**config.mk**
```make
export PLATFORM = sky130hd
export DESIGN_NAME = ch_est_control_unit
export DESIGN_NICKNAME = d
export VERILOG_FILES = /design/src/rtl/ch_est_pkg.sv /design/src/rtl/ch_est_interp_seq.sv /design/src/rtl/ch_est_control_unit.sv
export SDC_FILE = /design/constraint.sdc
export NUM_CORES = 1
export LEC_CHECK = 0
export ABC_AREA = 1
export CAP_MARGIN = 20
export CORE_ASPECT_RATIO = 1.4
export CORE_UTILIZATION = 50
export DETAILED_ROUTE_END_ITERATION = 16
export DONT_BUFFER_PORTS = 1
export PLACE_DENSITY_LB_ADDON = 0.15
export SYNTH_ARGS = -nofsm -noshare
export SYNTH_HDL_FRONTEND = slang
export SYNTH_HIERARCHICAL = 1
export SYNTH_SLANG_ARGS = --single-unit
```
**constraint.sdc**
```tcl
create_clock -name clk -period 6.1 [get_ports clk]
set_input_delay 0.61 -clock clk [delete_from_list [all_inputs] [get_ports clk]]
set_output_delay 0.61 -clock clk [all_outputs]
set_load 0.02 [all_outputs]
```
**src/rtl/ch_est_pkg.sv**
```systemverilog
// Shared types, constants and select-code lookup for the NB-IoT channel-estimation control unit.
package ch_est_pkg;

  typedef enum logic [2:0] {
    ST_IDLE,
    ST_MULT_STORE,
    ST_WR_LAST,
    ST_WAIT_SLOT,
    ST_INTERP
  } state_e;

  localparam int PILOTS_PER_SLOT = 4;
  localparam int NRS_ADDR_STEP   = 2;

  // Interpolation adder operand selects (s1a/s1b/s2a/s2b)
  localparam logic [2:0] SEL_NONE = 3'd0;
  localparam logic [2:0] SEL_HM   = 3'd1;  // averaged pilot H_m
  localparam logic [2:0] SEL_E    = 3'd2;  // one slope step
  localparam logic [2:0] SEL_2E   = 3'd3;  // two slope steps
  localparam logic [2:0] SEL_5E   = 3'd4;  // edge extrapolation term

  // Output mux selects (s_h1/s_h2)
  localparam logic [1:0] SEL_H_NONE = 2'd0;
  localparam logic [1:0] SEL_AVG    = 2'd1;  // averaged-estimate memory
  localparam logic [1:0] SEL_ADD1   = 2'd2;  // interior interpolation adder
  localparam logic [1:0] SEL_ADD2   = 2'd3;  // edge extrapolation adder

  typedef struct packed {
    logic [2:0] s1a;
    logic [2:0] s1b;
    logic [2:0] s2a;
    logic [2:0] s2b;
    logic [1:0] s_h1;
    logic [1:0] s_h2;
    logic       s_est;
  } sel_t;

  // Pilot comb offset within the PRB (v_shift mod 3)
  function automatic logic [1:0] base_offset(input logic [2:0] vs);
    return 2'(vs % 3'd3);
  endfunction

  // Index of the nearest pilot at or below subcarrier k, clamped to 0..3
  function automatic logic [1:0] nearest_pilot(input logic [3:0] k, input logic [1:0] v);
    logic [3:0] v4;
    logic [3:0] q;
    v4 = {2'b00, v};
    if (k < v4) return 2'd0;
    q = (k - v4) / 4'd3;
    return (q > 4'd3) ? 2'd3 : q[1:0];
  endfunction

  // Datapath select pattern for output subcarrier k with pilot offset v
  function automatic sel_t interp_sel(input logic [3:0] k, input logic [1:0] v);
    sel_t       s;
    logic [3:0] v4;
    logic [3:0] rel;
    logic [3:0] rem;
    s  = '0;
    v4 = {2'b00, v};
    if (k < v4 || k > v4 + 4'd9) begin
      s.s_est = 1'b1;
      s.s2a   = SEL_HM;
      s.s2b   = SEL_5E;
      s.s_h1  = SEL_ADD2;
      s.s_h2  = SEL_ADD2;
    end else begin
      rel = k - v4;
      rem = rel % 4'd3;
      if (rem == 4'd0) begin
        s.s_h1 = SEL_AVG;
        s.s_h2 = SEL_AVG;
      end else begin
        s.s_est = 1'b1;
        s.s1a   = SEL_HM;
        s.s1b   = (rem == 4'd1) ? SEL_E : SEL_2E;
        s.s_h1  = SEL_ADD1;
        s.s_h2  = SEL_ADD1;
      end
    end
    return s;
  endfunction

endpackage

```
**src/rtl/ch_est_interp_seq.sv**
```systemverilog
// Subcarrier counter and registered select lookup for the frequency-interpolation pass.
module ch_est_interp_seq
  import ch_est_pkg::*;
#(
  parameter int SEQ_LEN = 12
) (
  input  logic       clk,
  input  logic       rst_n,
  input  logic       start_i,     // pulses on the edge entering the setup cycle
  input  logic [2:0] v_shift_i,
  output logic [3:0] col_o,
  output logic       valid_o,
  output logic [1:0] addr_o,
  output sel_t       sel_o,
  output logic       last_o
);

  logic [1:0] v_q, v_d;
  logic       pend_q, pend_d;
  logic       run_q, run_d;
  logic [3:0] k_q, k_d;
  logic [1:0] addr_q, addr_d;
  sel_t       sel_q, sel_d;

  // Next counter value; output selects are precomputed so they register alongside k
  always_comb begin
    v_d    = v_q;
    pend_d = 1'b0;
    run_d  = run_q;
    k_d    = k_q;
    if (start_i) begin
      v_d    = base_offset(v_shift_i);
      pend_d = 1'b1;
    end
    if (pend_q) begin
      run_d = 1'b1;
      k_d   = 4'd0;
    end else if (run_q) begin
      if (k_q == 4'(SEQ_LEN - 1)) begin
        run_d = 1'b0;
        k_d   = 4'd0;
      end else begin
        k_d = k_q + 4'd1;
      end
    end
    sel_d  = run_d ? interp_sel(k_d, v_d) : '0;
    addr_d = run_d ? nearest_pilot(k_d, v_d) : 2'd0;
  end

  // Sequencer registers
  always_ff @(posedge clk or negedge rst_n) begin
    if (!rst_n) begin
      v_q    <= 2'd0;
      pend_q <= 1'b0;
      run_q  <= 1'b0;
      k_q    <= 4'd0;
      addr_q <= 2'd0;
      sel_q  <= '0;
    end else begin
      v_q    <= v_d;
      pend_q <= pend_d;
      run_q  <= run_d;
      k_q    <= k_d;
      addr_q <= addr_d;
      sel_q  <= sel_d;
    end
  end

  assign col_o   = k_q;
  assign valid_o = run_q;
  assign addr_o  = addr_q;
  assign sel_o   = sel_q;
  assign last_o  = run_q && (k_q == 4'(SEQ_LEN - 1));

endmodule

```
**src/rtl/ch_est_control_unit.sv**
```systemverilog
// Channel-estimation control: NRS multiply/average bursts per slot, then interpolation hand-off.
module ch_est_control_unit
  import ch_est_pkg::*;
#(
  parameter int NRS_ADDR           = 4,
  parameter int OUT_SEL_SEQ_LENGTH = 12,
  parameter int NRS_DELAY_CLK      = 1600
) (
  input  logic                clk,
  input  logic                rst,
  input  logic                demap_ready,
  input  logic                NRS_gen_ready,
  input  logic [2:0]          v_shift,
  output logic [3:0]          col,
  output logic [1:0]          nrs_index_addr,
  output logic                demap_read,
  output logic [NRS_ADDR-1:0] rd_addr_nrs,
  output logic                valid_eqlz,
  output logic [1:0]          addr_mem,
  output logic                mult_mem_en,
  output logic                avg_mem_en,
  output logic                en_reg_E,
  output logic                en_reg_2E,
  output logic                en_reg_5E,
  output logic [2:0]          s1a,
  output logic [2:0]          s1b,
  output logic [2:0]          s2a,
  output logic [2:0]          s2b,
  output logic [1:0]          s_h1,
  output logic [1:0]          s_h2,
  output logic                s_est
);

  // A burst plus write-back must fit inside one slot spacing; a nonsensical period disables triggering
  localparam bit SPACING_OK = (NRS_DELAY_CLK / 4) > (PILOTS_PER_SLOT + 1);
  localparam logic [1:0] LAST_PILOT = 2'(PILOTS_PER_SLOT - 1);

  state_e              state_q, state_d;
  logic [1:0]          j_q, j_d;
  logic                slot2_q, slot2_d;
  logic [NRS_ADDR-1:0] rd_addr_q, rd_addr_d;

  logic       demap_read_q, demap_read_d;
  logic [1:0] burst_addr_q, burst_addr_d;
  logic       mult_en_q, mult_en_d;
  logic       avg_en_q, avg_en_d;
  logic       slope_en_q, slope_en_d;
  logic       wr_en;

  logic       trigger;
  logic       interp_start;
  logic       interp_last;
  logic [1:0] interp_addr;
  sel_t       sel;

  assign trigger      = demap_ready && NRS_gen_ready && SPACING_OK;
  assign interp_start = (state_q == ST_WR_LAST) && slot2_q;

  // State, burst counter, slot flag and free-running NRS read address
  always_ff @(posedge clk or negedge rst) begin
    if (!rst) begin
      state_q   <= ST_IDLE;
      j_q       <= 2'd0;
      slot2_q   <= 1'b0;
      rd_addr_q <= '0;
    end else begin
      state_q   <= state_d;
      j_q       <= j_d;
      slot2_q   <= slot2_d;
      rd_addr_q <= rd_addr_d;
    end
  end

  // Next-state logic
  always_comb begin
    state_d   = state_q;
    j_d       = j_q;
    slot2_d   = slot2_q;
    rd_addr_d = (state_q == ST_MULT_STORE) ? rd_addr_q + NRS_ADDR'(NRS_ADDR_STEP) : rd_addr_q;
    case (state_q)
      ST_IDLE, ST_WAIT_SLOT: begin
        if (trigger) begin
          state_d = ST_MULT_STORE;
          j_d     = 2'd0;
        end
      end
      ST_MULT_STORE: begin
        if (j_q == LAST_PILOT) state_d = ST_WR_LAST;
        else                   j_d     = j_q + 2'd1;
      end
      ST_WR_LAST: begin
        slot2_d = ~slot2_q;
        state_d = slot2_q ? ST_INTERP : ST_WAIT_SLOT;
      end
      ST_INTERP: begin
        slot2_d = 1'b0;
        if (interp_last) state_d = ST_IDLE;
      end
      default: state_d = ST_IDLE;
    endcase
  end

  // Output decode from the upcoming state; write enable trails the read by one stage
  always_comb begin
    demap_read_d = (state_d == ST_MULT_STORE);
    burst_addr_d = (state_d == ST_MULT_STORE) ? j_d :
                   (state_d == ST_WR_LAST)    ? LAST_PILOT : 2'd0;
    wr_en        = ((state_d == ST_MULT_STORE) && (j_d != 2'd0)) || (state_d == ST_WR_LAST);
    mult_en_d    = wr_en && !slot2_q;
    avg_en_d     = wr_en && slot2_q;
    slope_en_d   = (state_d == ST_INTERP) && (state_q == ST_WR_LAST);
  end

  // Registered Moore outputs for the burst phase and slope-register setup
  always_ff @(posedge clk or negedge rst) begin
    if (!rst) begin
      demap_read_q <= 1'b0;
      burst_addr_q <= 2'd0;
      mult_en_q    <= 1'b0;
      avg_en_q     <= 1'b0;
      slope_en_q   <= 1'b0;
    end else begin
      demap_read_q <= demap_read_d;
      burst_addr_q <= burst_addr_d;
      mult_en_q    <= mult_en_d;
      avg_en_q     <= avg_en_d;
      slope_en_q   <= slope_en_d;
    end
  end

  ch_est_interp_seq #(
    .SEQ_LEN (OUT_SEL_SEQ_LENGTH)
  ) u_interp_seq (
    .clk       (clk),
    .rst_n     (rst),
    .start_i   (interp_start),
    .v_shift_i (v_shift),
    .col_o     (col),
    .valid_o   (valid_eqlz),
    .addr_o    (interp_addr),
    .sel_o     (sel),
    .last_o    (interp_last)
  );

  // Burst and interpolation address registers are never non-zero at the same time
  assign addr_mem       = burst_addr_q | interp_addr;
  assign nrs_index_addr = burst_addr_q;
  assign demap_read     = demap_read_q;
  assign rd_addr_nrs    = rd_addr_q;
  assign mult_mem_en    = mult_en_q;
  assign avg_mem_en     = avg_en_q;
  assign en_reg_E       = slope_en_q;
  assign en_reg_2E      = slope_en_q;
  assign en_reg_5E      = slope_en_q;
  assign s1a            = sel.s1a;
  assign s1b            = sel.s1b;
  assign s2a            = sel.s2a;
  assign s2b            = sel.s2b;
  assign s_h1           = sel.s_h1;
  assign s_h2           = sel.s_h2;
  assign s_est          = sel.s_est;

endmodule

```
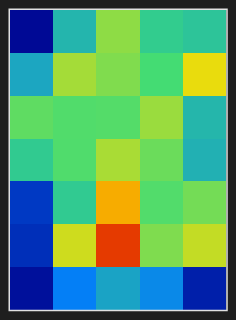
*Cell density map, run 1*
Scale: 4 px per um. The die is cut into 5 by 7 equal tiles; dark blue is low, red is high, 0 to 100% covered.
The emptiest ninth of the die: lower left. The mean over all tiles is 47%. 2.9% of the tiles are nearly empty. 5.7% of the tiles are over 75% full.

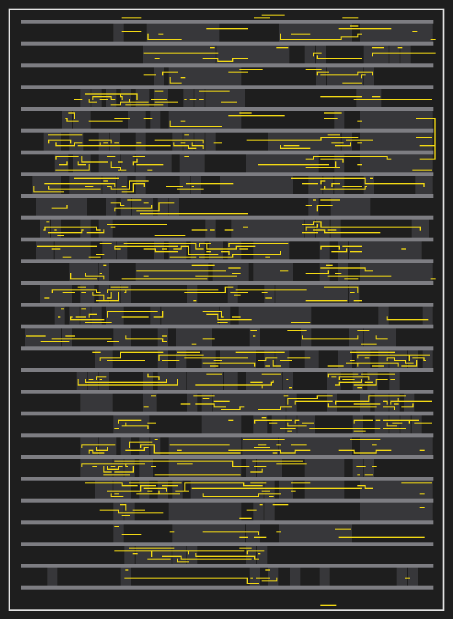
*The metal 1 layer, run 1*
Scale: 8 px per um. Supply wires on this layer in gray.
The layer carries 1410 um of wire. The wires run mostly horizontal. The longest straight run is 21.2 um. 231 nets have wire on it. The layer holds 42% of the routed length.

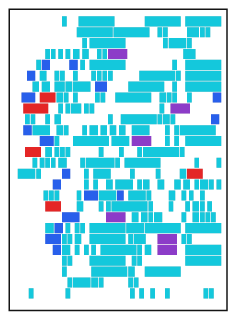
*Cell sizes after repair, run 1*
Scale: 4 px per um.
Key: blue = drive 2 [cells 17, share 7.1%, most used nand2_2]; purple = drive 6 and up [cells 6, share 2.5%, most used clkbuf_8]; cyan = drive 1 or less [cells 210, share 88%, most used nand2_1]; red = drive 3 to 4 [cells 5, share 2.1%]

==> qor.rpt, run 1 <==
GRT
------------------------------------------------------------------------------------
Global-route layer with the greatest usage ............................         met2
Overall global routing resource usage .................................        19.3%
Antenna violations before repair ......................................            0
Met3 track utilization from global routing ............................        4.04%
Vias in the first global route ........................................         1382
Maximum number of pins on one net before global-route repair ..........           31

ROUTE
------------------------------------------------------------------------------------
Highest metal layer used by the detailed router .......................         met4
Total met3 wirelength after detailed routing ..........................        79 um
DRC violation count after routing .....................................            0
Initial DRC count .....................................................           22
Routed length per instance ............................................      11.9 um
Detailed-routed wire length on met2 ...................................      1.76 mm

YOSYS
------------------------------------------------------------------------------------
Average cell area after synthesis .....................................   7.95 sq um
Synth flops ...........................................................           30
Distinct cells, synth .................................................           31
Synth warnings ........................................................            6
Sequential fraction of the synthesis area .............................        39.5%

FLOORPLANNING
------------------------------------------------------------------------------------
Top-Level Pins ........................................................           43
Number of placement rows ..............................................           26
Die outline height ....................................................      74.9 um
Std-Cell Core Area .................................................... 0.00364 sq mm

CRITICAL PATH
------------------------------------------------------------------------------------
CP startpoint .........................................................   state_q[1]
Crit end category .....................................................    flip-flop
CP max stage cell .....................................................      dfrtp_1
Max Fanout on Critical Path ...........................................            5
Slowest Stage Delay on Critical Path ..................................      0.38 ns
Critical path class ................................................... flip-flop to flip-flop

FINAL TIMING
------------------------------------------------------------------------------------
Final critical-path share of the clock period .........................        69.8%
Setup TNS .............................................................         0 ns
Slew HR ...............................................................        63.2%
Final hold violation count ............................................            0
Setup repair after global routing missed its margin ...................           no
Final tally of max-slew violations ....................................            0
Final Critical Period .................................................      4.26 ns
Upper clock frequency limit ...........................................      235 MHz
Final-layout worst hold slack .........................................    0.0198 ns

RUN
------------------------------------------------------------------------------------
Max-Cap Viols .........................................................            0
Total tool warning count ..............................................           27

CLOCK NETWORK
------------------------------------------------------------------------------------
Number of buffers inserted for hold repair after clock tree synthesis .            0
CTS H-tree depth ......................................................            2
CTS tree ..............................................................         done
Clock latency of the later-clocked register in the worst-skew pair ....      0.28 ns
Clock sinks ...........................................................           30

PLACE
------------------------------------------------------------------------------------
Input/output buffers ..................................................            0

CELLS AND AREA
------------------------------------------------------------------------------------
Storage element area ..................................................    751 sq um

RUN STATUS
------------------------------------------------------------------------------------
Outcome ...............................................................    completed

-- run 1: synthesized netlist by cell type (all sizes together) --
| cell type | number | area, sq um |
|---|---|---|
| xor2 | 1 | 8.76 |
| buf | 15 | 113 |
| nor3 | 2 | 10.0 |
| ha | 12 | 150 |
| dfrtp | 30 | 751 |
| and3 | 1 | 6.26 |
| xnor2 | 2 | 17.5 |
| conb | 2 | 7.51 |
| nor2 | 31 | 134 |
| nand4 | 5 | 37.5 |
| nand3 | 17 | 113 |
| inv | 43 | 161 |
| a21boi | 1 | 7.51 |
| o21ai | 8 | 40.0 |
| a21oi | 8 | 43.8 |
| o22ai | 1 | 6.26 |
| a31oi | 1 | 6.26 |
| fa | 1 | 20.0 |
| o21bai | 2 | 18.8 |
| or2 | 3 | 18.8 |
| nand2 | 53 | 229 |
-- run 1: kinds of logic (layout without fill, tap and decap cells) --
logic type | Yosys count | after routing | synth area share [%]
compound gates | 21 | 21 | 6.46
other cells | 2 | 8 | 0.395
simple gates | 112 | 112 | 28.9
xor+xnor | 3 | 3 | 1.38
fa+ha+maj | 13 | 13 | 8.96
buf+inv | 58 | 51 | 14.4
flops | 30 | 30 | 39.5
-- run 1: critical path, delay by kind of cell (launching register included) --
| family | cells | cell delay, ns |
|---|---|---|
| simple gates | 16 | 1.61 |
| fa+ha+maj | 5 | 1.26 |
| buf+inv | 7 | 0.49 |
| compound gates | 2 | 0.43 |
| flops | 1 | 0.38 |
-- run 1: metrics by stage --
step	util [%]	std cells
2_1_floorplan	-	245
3_3_place_gp	51.1	272
3_5_place_dp	51.1	272
4_1_cts	53.6	280
5_1_grt	53.6	280
6_report	53.6	280
-- run 1: layout by cell type (no fill, tap or decap), drive strengths merged, types with 3 or more instances in the layout --
cell and count:
nand2 53, o21ai 8, a21oi 8, nand4 5, nand3 17, conb 8
or2 3, nor2 31, dfrtp 30, clkbuf 7, inv 43, ha 12
-- run 1: path summary, 6_finish.rpt --
path / endpoint / slack (ns)
min in group clk: mult_mem_en / 0.47
min: en_reg_2E / 0.02
max reg2reg: u_interp_seq/sel_o[0] / 1.84
max in group asynchronous: u_interp_seq/v_q[1] / 6.00
max: u_interp_seq/sel_o[0] / 1.84
min reg2reg: mult_mem_en / 0.47
-- run 1: sequential cells by signal, summed over array words and instances (netlist names) --
name                  cells
u_interp_seq/col_o        4
en_reg_2E                 1
u_interp_seq/sel_o        5
demap_read                1
u_interp_seq/valid_o      1
u_interp_seq/addr_o       2
rd_addr_nrs               3
j_q                       2
slot2_q                   1
nrs_index_addr            2
u_interp_seq/pend_q       1
mult_mem_en               1
state_q                   3
u_interp_seq/v_q          2
avg_mem_en                1
-- run 1: cell type report --
class,instances,area share (%)
clock buffer,7,4.42
clock inverter,1,0.256
inverter,43,8.26
multi-input combinational,157,45.9
sequential,30,38.4
tap,42,2.69
### I/O nets highlighted, run 1

Scale: 4 px per um.
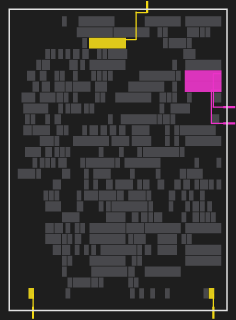

## Run 2: what changed since run 1
==> constraint.sdc (replaced) <==
create_clock -name clk -period 3.95 [get_ports clk]
set_input_delay 0.395 -clock clk [delete_from_list [all_inputs] [get_ports clk]]
set_output_delay 0.395 -clock clk [all_outputs]
set_load 0.02 [all_outputs]
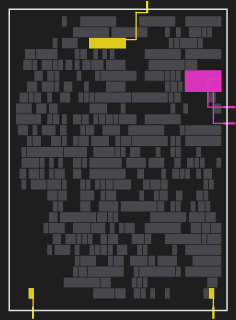
*I/O nets highlighted, run 2*
Scale: 4 px per um.
Key: yellow = s2a [bits 3, direction output, end cells 3, wire 19.8 um]; magenta = nrs_index_addr [bits 2, direction output, end cells 2, wire 27.7 um]

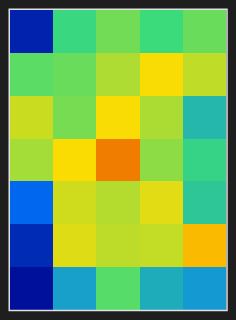
*Cell density map, run 2*
Scale: 4 px per um. The die is cut into 5 by 7 equal tiles; dark blue is low, red is high, 0 to 100% covered.
5.7% of the tiles are over 75% full. The emptiest ninth of the die: lower left. The mean over all tiles is 54%.

==> qor.rpt, run 2 <==
YOSYS
---------------------------------------------------------------------------------
Fraction of registers with async set or reset after synthesis ......         100%   unchanged
Synth warnings .....................................................            6   unchanged
Area share of the largest cell type after synthesis ................        39.5%   unchanged
Average cell area after synthesis ..................................   7.95 sq um   unchanged
Main area contributors after synthesis ............................. dfrtp_1 40%, nand2_1 8.9%, inv_1 8.5%, ha_1 7.9%, buf_4 5.9%
Top FF cell, synth .................................................      dfrtp_1
Sequential fraction of the synthesis area ..........................        39.5%   unchanged
Post-synthesis cell type with the largest combined area ............      dfrtp_1
Top cells by count, synth .......................................... 45 x nand2_1, 43 x inv_1, 30 x dfrtp_1

GRT
---------------------------------------------------------------------------------
Vias in the first global route .....................................         1333   -3.5%
Antenna violations before repair ...................................            0   unchanged
Met3 track utilization from global routing .........................        3.43%   -0.61 points
Maximum number of pins on one net before global-route repair .......           31   unchanged
Overall global routing resource usage ..............................        19.7%   +0.39 points
Global-route layer with the greatest usage .........................         met2

CRITICAL PATH
---------------------------------------------------------------------------------
Critical path class ................................................ flip-flop to flip-flop
Slowest Stage Delay on Critical Path ...............................      0.40 ns   +0.02 ns
Terminus of the critical flop-to-flop path ......................... u_interp_seq/sel_o[0]
Crit end category ..................................................    flip-flop
Flop-to-flop setup slack ...........................................      0.23 ns   -1.61 ns
WP buf/inv .........................................................            7   unchanged
Max Fanout on Critical Path ........................................            4   -1
CP max stage cell ..................................................      dfrtp_1

FINAL TIMING
---------------------------------------------------------------------------------
Upper clock frequency limit ........................................      269 MHz   +14%
Final hold violation count .........................................            0   unchanged
Final critical-path share of the clock period ......................        94.2%   +24 points
Setup TNS ..........................................................         0 ns   unchanged
Slew HR ............................................................        64.7%   +1.5 points
Final tally of max-slew violations .................................            0   unchanged

RUN STATUS
---------------------------------------------------------------------------------
Outcome ............................................................    completed

FLOORPLANNING
---------------------------------------------------------------------------------
Top-Level Pins .....................................................           43   unchanged
Die outline height .................................................      74.9 um   unchanged
Number of placement rows ...........................................           26   unchanged
Std-Cell Core Area ................................................. 0.00364 sq mm   unchanged

CELLS AND AREA
---------------------------------------------------------------------------------
Core utilization of the finished layout ............................        61.7%   +8.1 points
Top logic cells by instance count in the layout .................... 42 x nand2_1, 40 x inv_1, 30 x dfrtp_1, 25 x nor2_1, 25 x buf_4
Flip-flop count of the largest register after layout ...............            5   unchanged

ROUTE
---------------------------------------------------------------------------------
DRC violation count after routing ..................................            0   unchanged
Initial DRC count ..................................................           18   -18%

CLOCK NETWORK
---------------------------------------------------------------------------------
CTS tree ...........................................................         done
Clock latency of the later-clocked register in the worst-skew pair .      0.28 ns   about the same

RUN
---------------------------------------------------------------------------------
Total tool warning count ...........................................           27   unchanged
Max-Cap Viols ......................................................            0   unchanged

MIN PATH
---------------------------------------------------------------------------------
Endpoint with the worst hold slack .................................       j_q[1]

run 2: area by class of cell:
cell class                      instances  area (sq um)
Timing Repair Buffer                   27           218
Clock buffer                            6          82.6
Inverter                               43           161
Tap cell                               42          52.6
Sequential cell                        30           751
Clock inverter                          2          12.5
Multi-Input combinational cell        157           970
Fill cell                             331          1400
run 2: worst min-delay path: cells and delay by family:
kind	cells	cell delay (ns)
AND/OR/NAND/NOR	3	0.24
run 2: worst max path at each step:
stage / cells after the start / endpoint / startpoint / slack [ns]
finish: 30 / u_interp_seq/sel_o[0] / u_interp_seq/col_o[1] / 0.23
global route: 30 / u_interp_seq/sel_o[0] / u_interp_seq/col_o[1] / -0.02
CTS: 31 / u_interp_seq/sel_o[0] / u_interp_seq/col_o[0] / 0.06
detailed placement: 32 / u_interp_seq/sel_o[0] / v_shift[1] / 0.002
global placement: 32 / u_interp_seq/sel_o[0] / v_shift[1] / 0.05
floorplan: 31 / u_interp_seq/sel_o[0] / u_interp_seq/col_o[0] / 0.08
run 2: per-stage QoR:
stage                     cell area [sq um]  std cells
after floorplan                        1920        245
after global placement                 2030        294
after detailed placement               2030        294
after CTS                              2150        304
after global routing                   2250        307
final                                  2250        307
run 2: cell families (layout without fill, tap and decap cells):
kind of cell,Yosys count,count (layout),synth area share [%]
AOI/OAI and AO/OA,21,21,6.46
xor gates and xnor gates,3,3,1.38
adders and majority gates,13,13,8.96
buffers and inverters,58,78,14.4
DFF,30,30,39.5
other,2,8,0.395
and+or+nand+nor,112,112,28.9
run 2: layer usage:
metal  share of wire (%)  up-vias
met1                  41      686
met3                 2.5        8
met4                 3.1        0
met5                   0        -
li1                    -      773
met2                  53       26
run 2: what timing repair did:
action,4_1_cts,5_1_grt
setup endpoints to repair,0,5
resized,0,23
hold buffers,2,0
endpoints found under the hold margin,30,0
buffers inserted,0,3
